Figure 1. The clock network (run 1).
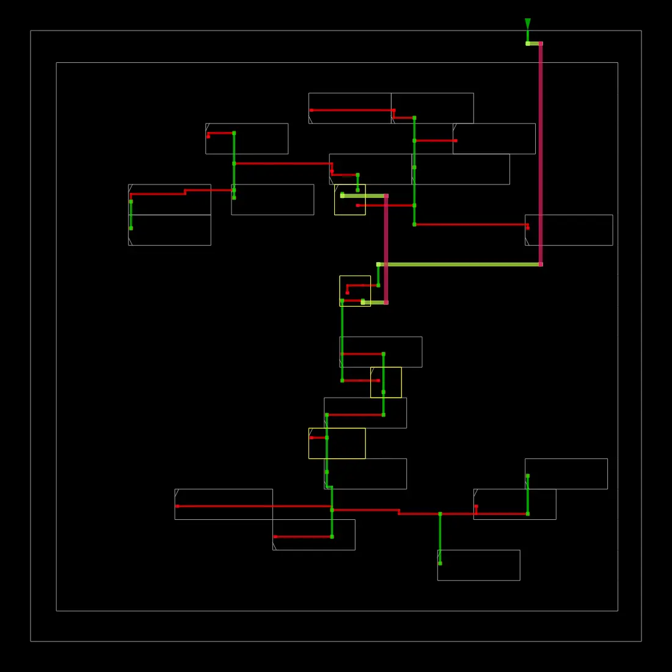
Figure 2. Zoomed window (run 1).
Region (25, 0) to (55, 30) um. Cells in grey, sequential cells in the stronger grey; small squares are vias.
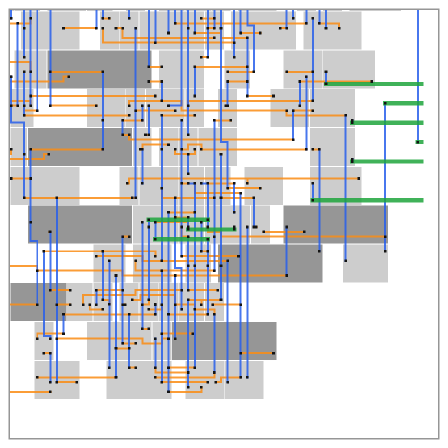
Figure 3. Sizing map (run 1).
The bar under the picture is 20 um long.
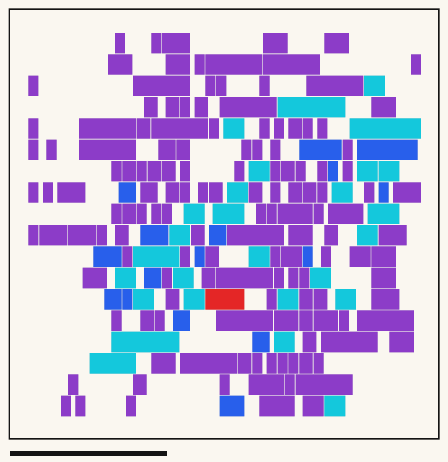
<file path="config.mk">
export PLATFORM = sky130hd
export DESIGN_NAME = vga_config_scheduler
export DESIGN_NICKNAME = d
export VERILOG_FILES = /design/src/rtl/vga_config_scheduler_pkg.sv /design/src/rtl/vga_rr_arbiter2.sv /design/src/rtl/vga_config_scheduler.sv
export SDC_FILE = /design/constraint.sdc
export NUM_CORES = 1
export LEC_CHECK = 0
export ABC_AREA = 1
export CORE_MARGIN = 2
export CORE_UTILIZATION = 41
export DETAILED_ROUTE_END_ITERATION = 8
export GPL_TIMING_DRIVEN = 1
export PLACE_DENSITY = 0.75
export SLEW_MARGIN = 0
export SYNTH_ARGS = -nofsm -noshare
export SYNTH_HDL_FRONTEND = slang
export SYNTH_SLANG_ARGS = --single-unit
</file>
<file path="constraint.sdc">
create_clock -name Clk -period 1.38 [get_ports Clk]
set_input_delay 0.276 -clock Clk [delete_from_list [all_inputs] [get_ports Clk]]
set_output_delay 0.276 -clock Clk [all_outputs]
set_load 0.02 [all_outputs]
</file>
<file path="src/rtl/vga_config_scheduler_pkg.sv">
// -----------------------------------------------------------------------------
// vga_config_scheduler_pkg
// Shared VGA parameters: config bus width, resolution-select register address,
// resolution codes and the scheduler state encoding.
// -----------------------------------------------------------------------------
package vga_config_scheduler_pkg;

  localparam int         VGA_CONFIG_WIDTH = 8;
  localparam logic [7:0] VGA_ADDR_CONFIG  = 8'h00;

  typedef enum logic [1:0] {
    RES_640X480  = 2'b00,
    RES_800X600  = 2'b01,
    RES_1024X768 = 2'b10,
    RES_INVALID  = 2'b11
  } vga_res_e;

  typedef enum logic [1:0] {
    ST_IDLE       = 2'b00,
    ST_WAIT_FRAME = 2'b01,
    ST_ISSUE      = 2'b10,
    ST_WAIT_LOAD  = 2'b11
  } vga_cfg_state_e;

endpackage

</file>
<file path="src/rtl/vga_rr_arbiter2.sv">
// -----------------------------------------------------------------------------
// vga_rr_arbiter2
// Two-requester round-robin arbiter, purely combinational.
//   Req  in  2  request vector
//   Ptr  in  1  priority pointer: 0 favours requester 0, 1 favours requester 1
//   Win  out 2  one-hot winner, zero when no request
// -----------------------------------------------------------------------------
module vga_rr_arbiter2 (
  input  logic [1:0] Req,
  input  logic       Ptr,
  output logic [1:0] Win
);

  always_comb begin
    Win = 2'b00;
    case (Req)
      2'b01:   Win = 2'b01;
      2'b10:   Win = 2'b10;
      2'b11:   Win = Ptr ? 2'b10 : 2'b01;
      default: Win = 2'b00;
    endcase
  end

endmodule

</file>
<file path="src/rtl/vga_config_scheduler.sv">
// -----------------------------------------------------------------------------
// vga_config_scheduler
// Arbitrates resolution-change requests from two requesters and applies the
// winning code to the VGA config block on a frame boundary.
//   Clk          in   rising-edge clock
//   Rst_n        in   synchronous active-low reset
//   Req          in   per-requester change request (level, held until Gnt)
//   Req_res0/1   in   requested resolution code per requester
//   Frame_end    in   end-of-frame pulse
//   Load_config  in   load acknowledge from the VGA config block
//   Gnt          out  one-hot accept pulse
//   C_valid/C_addr/C_data  out  config bus write (one cycle)
//   Cur_res      out  currently applied resolution code
//   Busy         out  high outside IDLE
//   Err          out  pulse on invalid code or load timeout
//
// state       | meaning
// ------------+-------------------------------------------------------------
// IDLE        | arbitrate requests; invalid/unchanged codes finish here
// WAIT_FRAME  | new code latched, waiting for Frame_end
// ISSUE       | config bus write cycle (C_valid high)
// WAIT_LOAD   | waiting for Load_config, bounded by LOAD_TIMEOUT cycles
// -----------------------------------------------------------------------------
module vga_config_scheduler
  import vga_config_scheduler_pkg::*;
#(
  parameter int                      CONFIG_WIDTH    = VGA_CONFIG_WIDTH,
  parameter logic [CONFIG_WIDTH-1:0] ADDR_VGA_CONFIG = CONFIG_WIDTH'(VGA_ADDR_CONFIG),
  parameter int                      LOAD_TIMEOUT    = 15,
  parameter int                      TO_WIDTH        = 4
) (
  input  logic                    Clk,
  input  logic                    Rst_n,
  input  logic [1:0]              Req,
  input  logic [1:0]              Req_res0,
  input  logic [1:0]              Req_res1,
  input  logic                    Frame_end,
  input  logic                    Load_config,
  output logic [1:0]              Gnt,
  output logic                    C_valid,
  output logic [CONFIG_WIDTH-1:0] C_addr,
  output logic [CONFIG_WIDTH-1:0] C_data,
  output logic [1:0]              Cur_res,
  output logic                    Busy,
  output logic                    Err
);

  vga_cfg_state_e          state_q, state_d;
  logic [1:0]              code_q, code_d;
  logic                    ptr_q, ptr_d;
  logic [TO_WIDTH-1:0]     cnt_q, cnt_d;
  logic [1:0]              gnt_d;
  logic                    err_d;
  logic                    c_valid_d;
  logic [CONFIG_WIDTH-1:0] c_addr_d, c_data_d;
  logic [1:0]              cur_res_d;
  logic                    busy_d;

  logic [1:0] win;
  logic [1:0] win_code;

  vga_rr_arbiter2 u_arb (
    .Req (Req),
    .Ptr (ptr_q),
    .Win (win)
  );

  assign win_code = win[1] ? Req_res1 : Req_res0;

  always_comb begin
    state_d   = state_q;
    code_d    = code_q;
    ptr_d     = ptr_q;
    cnt_d     = cnt_q;
    gnt_d     = 2'b00;
    err_d     = 1'b0;
    c_valid_d = 1'b0;
    c_addr_d  = '0;
    c_data_d  = '0;
    cur_res_d = Cur_res;

    case (state_q)
      ST_IDLE: begin
        // Req is still held during the Gnt cycle; a second grant there
        // would replay the same request.
        if ((|Req) && (Gnt == 2'b00)) begin
          gnt_d  = win;
          code_d = win_code;
          if (Req == 2'b11) ptr_d = ~ptr_q;
          if (win_code == RES_INVALID)  err_d   = 1'b1;
          else if (win_code != Cur_res) state_d = ST_WAIT_FRAME;
        end
      end

      ST_WAIT_FRAME: begin
        // A Frame_end coinciding with the grant is too early to use.
        if (Frame_end && (Gnt == 2'b00)) begin
          state_d   = ST_ISSUE;
          c_valid_d = 1'b1;
          c_addr_d  = ADDR_VGA_CONFIG;
          c_data_d  = {{(CONFIG_WIDTH-2){1'b0}}, code_q};
        end
      end

      ST_ISSUE: begin
        state_d = ST_WAIT_LOAD;
        cnt_d   = '0;
      end

      ST_WAIT_LOAD: begin
        if (Load_config) begin
          cur_res_d = code_q;
          state_d   = ST_IDLE;
        end else if (cnt_q == TO_WIDTH'(LOAD_TIMEOUT - 1)) begin
          cnt_d   = TO_WIDTH'(LOAD_TIMEOUT);
          err_d   = 1'b1;
          state_d = ST_IDLE;
        end else begin
          cnt_d = cnt_q + TO_WIDTH'(1);
        end
      end

      default: state_d = ST_IDLE;
    endcase

    busy_d = (state_d != ST_IDLE);
  end

  always_ff @(posedge Clk) begin
    if (!Rst_n) begin
      state_q <= ST_IDLE;
      code_q  <= 2'b00;
      ptr_q   <= 1'b0;
      cnt_q   <= '0;
      Gnt     <= 2'b00;
      Err     <= 1'b0;
      C_valid <= 1'b0;
      C_addr  <= '0;
      C_data  <= '0;
      Cur_res <= RES_640X480;
      Busy    <= 1'b0;
    end else begin
      state_q <= state_d;
      code_q  <= code_d;
      ptr_q   <= ptr_d;
      cnt_q   <= cnt_d;
      Gnt     <= gnt_d;
      Err     <= err_d;
      C_valid <= c_valid_d;
      C_addr  <= c_addr_d;
      C_data  <= c_data_d;
      Cur_res <= cur_res_d;
      Busy    <= busy_d;
    end
  end

endmodule

</file>
==> results.py, run 1 <==
# Generated from Yosys and OpenROAD reports
metrics = {
    "placed_design": {
        "placed_cells_incl_taps": 211,
        "dp.final_hpwl_um": 1815,
    },
    "yosys": {
        "yosysTopAreaCell": "sky130_fd_sc_hd__dfxtp_1",
        "netlist_top_cells_area": "sky130_fd_sc_hd__dfxtp_1, sky130_fd_sc_hd__buf_4, sky130_fd_sc_hd__inv_1",
        "mux_area_frac": 0,
    },
    "global_routing": {
        "grt_first_pass_wirelength_um": 3519,
        "pin_count_of_the_biggest_net_entering_global_routing": 11,
    },
    "power": {
        "pwr_density_cell_nw_per_um2": 981.3,
        "total_power_consumption_of_the_routed_design_uw": 1398,
        "netSwitchingFraction": 0.3355,
    },
    "detailed_routing": {
        "ant_nets": 0,
        "drt_iter0_markers": 23,
        "drt_pass_1_iters": 6,
        "routed_wire_length_per_instance_um": 10.46,
    },
    "run": {
        "maxCapViolations": 0,
    },
    "final_layout": {
        "final_cell_mix": "sky130_fd_sc_hd__inv_1, sky130_fd_sc_hd__nand2_1, sky130_fd_sc_hd__buf_4, sky130_fd_sc_hd__dfxtp_1, sky130_fd_sc_hd__conb_1",
        "post-route-util": 0.5805,
    },
    "run_status": {
        "status": "completed",
    },
    "setup_path": {
        "required_ns": 1.61,
        "timing.critical_path.from_type": "flip-flop",
        "slowest_stage": "sky130_fd_sc_hd__dfxtp_4",
        "cpPeakStageDelay_ns": 0.37,
        "crit_path_end": "cnt_q[0]",
    },
    "floorplanning": {
        "fp-row-count": 18,
        "fp_util": 0.4266,
    },
    "timing": {
        "tns_ns": 0,
        "fmax_mhz": 764.0,
        "finalSetupViolCount": 0,
    },
    "hold_path": {
        "worstHoldEndpoint": "C_data[1]",
    },
}
Back to the opening pictures, Figure 1:
Clk Latency, worst-skew pair: 0.29 ns
Clock net power: 322 uW
Seq Cell Count: 18
clock buffers: 4
CTS Buf Count: 3

Back to the opening pictures, Figure 2:
Key: green = M3; blue = M2; orange = M1
62 logic cells have their middle in the window. Netlist names of flops here include `cnt_q` (4), `Gnt` (2). Most frequent: dfxtp_1 (7). Sequential cells in the window: 7.

Back to the opening pictures, Figure 3:
Key: red = x6 and larger [cells 1]; blue = x2 [cells 16]; cyan = x3 and x4 [cells 27]; purple = x1 and smaller [cells 142]
Area growth, synth to finish: 36.08%
Final Cell Area: 1425 um^2
worst path setup slack after routing: 0.07102 ns
non-clock buffer instance count of the final layout: 35

run 1: sequential cells by signal, indices dropped and copies added, names as in the netlist:
register,flops
code_q,2
cnt_q,4
C_data,2
Gnt,2
Err,1
state_q,2
ptr_q,1
C_valid,1
Cur_res,2
Busy,1
run 1: power groups by stage:
stage | Sequential (uW) | Clock [uW] | Combinational, uW
2_1_floorplan | 638 | 0 | 266
3_3_place_gp | 610 | 0 | 453
3_5_place_dp | 613 | 0 | 462
4_1_cts | 603 | 323 | 452
5_1_grt | 613 | 344 | 516
6_report | 607 | 322 | 469
run 1: area by class of cell:
class,count,area [um^2]
tap,30,37.54
clock buffer,4,36.28
inverter,28,105.1
timing repair buffer,35,294.0
fill,243,1030
multi-input combinational,101,583.1
sequential,18,369.1
Figure 4. Routed clock nets over the placement (run 1).
The bar under the picture is 20 um long.
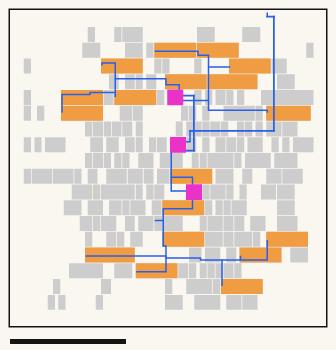

==> run 2: changes to the inputs <==
--- a/config.mk
+++ b/config.mk
@@ -6,11 +6,12 @@
 export NUM_CORES = 1
 export LEC_CHECK = 0
 export ABC_AREA = 1
-export CORE_MARGIN = 2
-export CORE_UTILIZATION = 41
+export CORE_MARGIN = 5
+export CORE_UTILIZATION = 54
 export DETAILED_ROUTE_END_ITERATION = 8
+export DONT_BUFFER_PORTS = 1
 export GPL_TIMING_DRIVEN = 1
-export PLACE_DENSITY = 0.75
+export PLACE_DENSITY = 0.72
 export SLEW_MARGIN = 0
 export SYNTH_ARGS = -nofsm -noshare
 export SYNTH_HDL_FRONTEND = slang
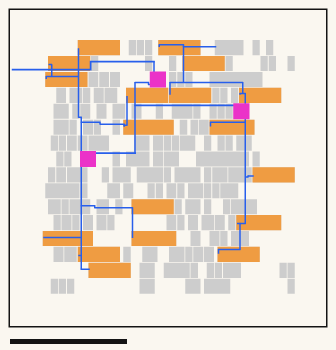
Figure 5: run 2, routed clock nets over the placement.
The bar under the picture is 20 um long.
Key: blue = clock wires [length 232 um]; magenta = clock-net drivers [count 3]; orange = flip-flops [count 18]
Position of the flops: spread over the die. There are 4 routed clock nets.

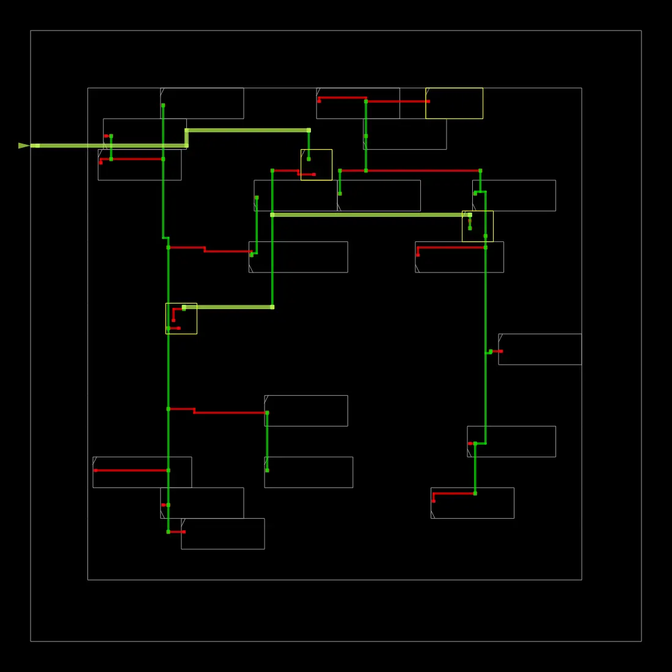
Figure 6: run 2, the clock network.
Clk Latency, worst-skew pair: 0.30 ns
clock skew after layout: 0.002832 ns
Clock net power: 331 uW

==> run 2 against run 1 <==
Compared with the run above:
- register-to-register slack is essentially flat
- count of clock-buffer cells in the layout is the same
- synthesized cell count is the same
- critical endpoint unchanged
- largest cell class unchanged
- largest power group unchanged
==> results.py, run 2 <==
# Generated from Yosys and OpenROAD reports
metrics = {
    "final_layout": {
        "seq_share": 0.3003,
        "num-clock-buffers": 4,
        "largest_class": "logic gates",
        "largest_reg_flops": 4,
        "area_share_clock_buf_inv": 0.02932,
        "total_of_fill_cells_in_the_finished_design": 170,
        "final_cell_mix": "sky130_fd_sc_hd__nand2_1, sky130_fd_sc_hd__inv_1, sky130_fd_sc_hd__conb_1, sky130_fd_sc_hd__dfxtp_1, sky130_fd_sc_hd__buf_4",
        "layout.buffer.nonclock.area_share": 0.07280,
        "n_multi_input_combinational_cell": 101,
        "final.signal_buffer_count": 12,
    },
    "power": {
        "power.combinational.total_uw": 393,
        "pwr_density_cell_nw_per_um2": 1099,
    },
    "detailed_routing": {
        "routed_wire_length_per_instance_um": 11.99,
        "drt_pass_1_iters": 4,
    },
    "global_routing": {
        "pin_count_of_the_biggest_net_entering_global_routing": 11,
    },
    "yosys": {
        "mux_area_frac": 0,
        "netlist_top_cells_area": "sky130_fd_sc_hd__dfxtp_1, sky130_fd_sc_hd__buf_4, sky130_fd_sc_hd__inv_1",
    },
    "clock_network": {
        "cts-buffers-inserted": 3,
    },
    "timing": {
        "tns_ns": 0,
        "fmax_mhz": 760.1,
    },
    "run": {
        "maxCapViolations": 0,
    },
    "run_status": {
        "status": "completed",
    },
}
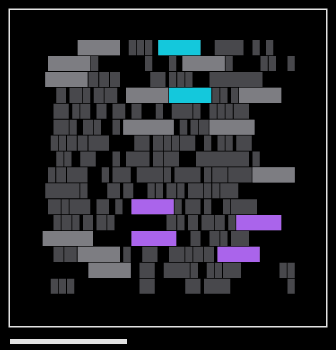
Figure 7: run 2, sequential cells coloured by netlist name.
The bar under the picture is 20 um long. Other sequential cells in the stronger grey, the rest of the logic in the fainter grey.
Key: purple = `cnt_q` [sequential cells 4]; cyan = `C_data` [sequential cells 2]
Another 12 sequential cells are not coloured.

==> run 2: stage by stage <==
stage / std cells / util / power (uW)
floorplan: 161 / - / 904.1
global placement: 181 / 0.5678 / 927.0
detailed placement: 181 / 0.5678 / 941.2
CTS: 189 / 0.6046 / 1306
global route: 190 / 0.6507 / 1452
finish: 190 / 0.6507 / 1360
==> run 2: critical path, cell delays in order (launching register included) <==
cell and delay, ns:
sky130_fd_sc_hd__dfxtp_2 0.36, sky130_fd_sc_hd__buf_4 0.14, sky130_fd_sc_hd__ha_1 0.17, sky130_fd_sc_hd__inv_1 0.12
sky130_fd_sc_hd__o21ai_2 0.06, sky130_fd_sc_hd__inv_1 0.12, sky130_fd_sc_hd__buf_4 0.13, sky130_fd_sc_hd__nand2_1 0.04
sky130_fd_sc_hd__a21oi_1 0.13
Power figures rest on the tool's default switching activity, not on a simulated workload.
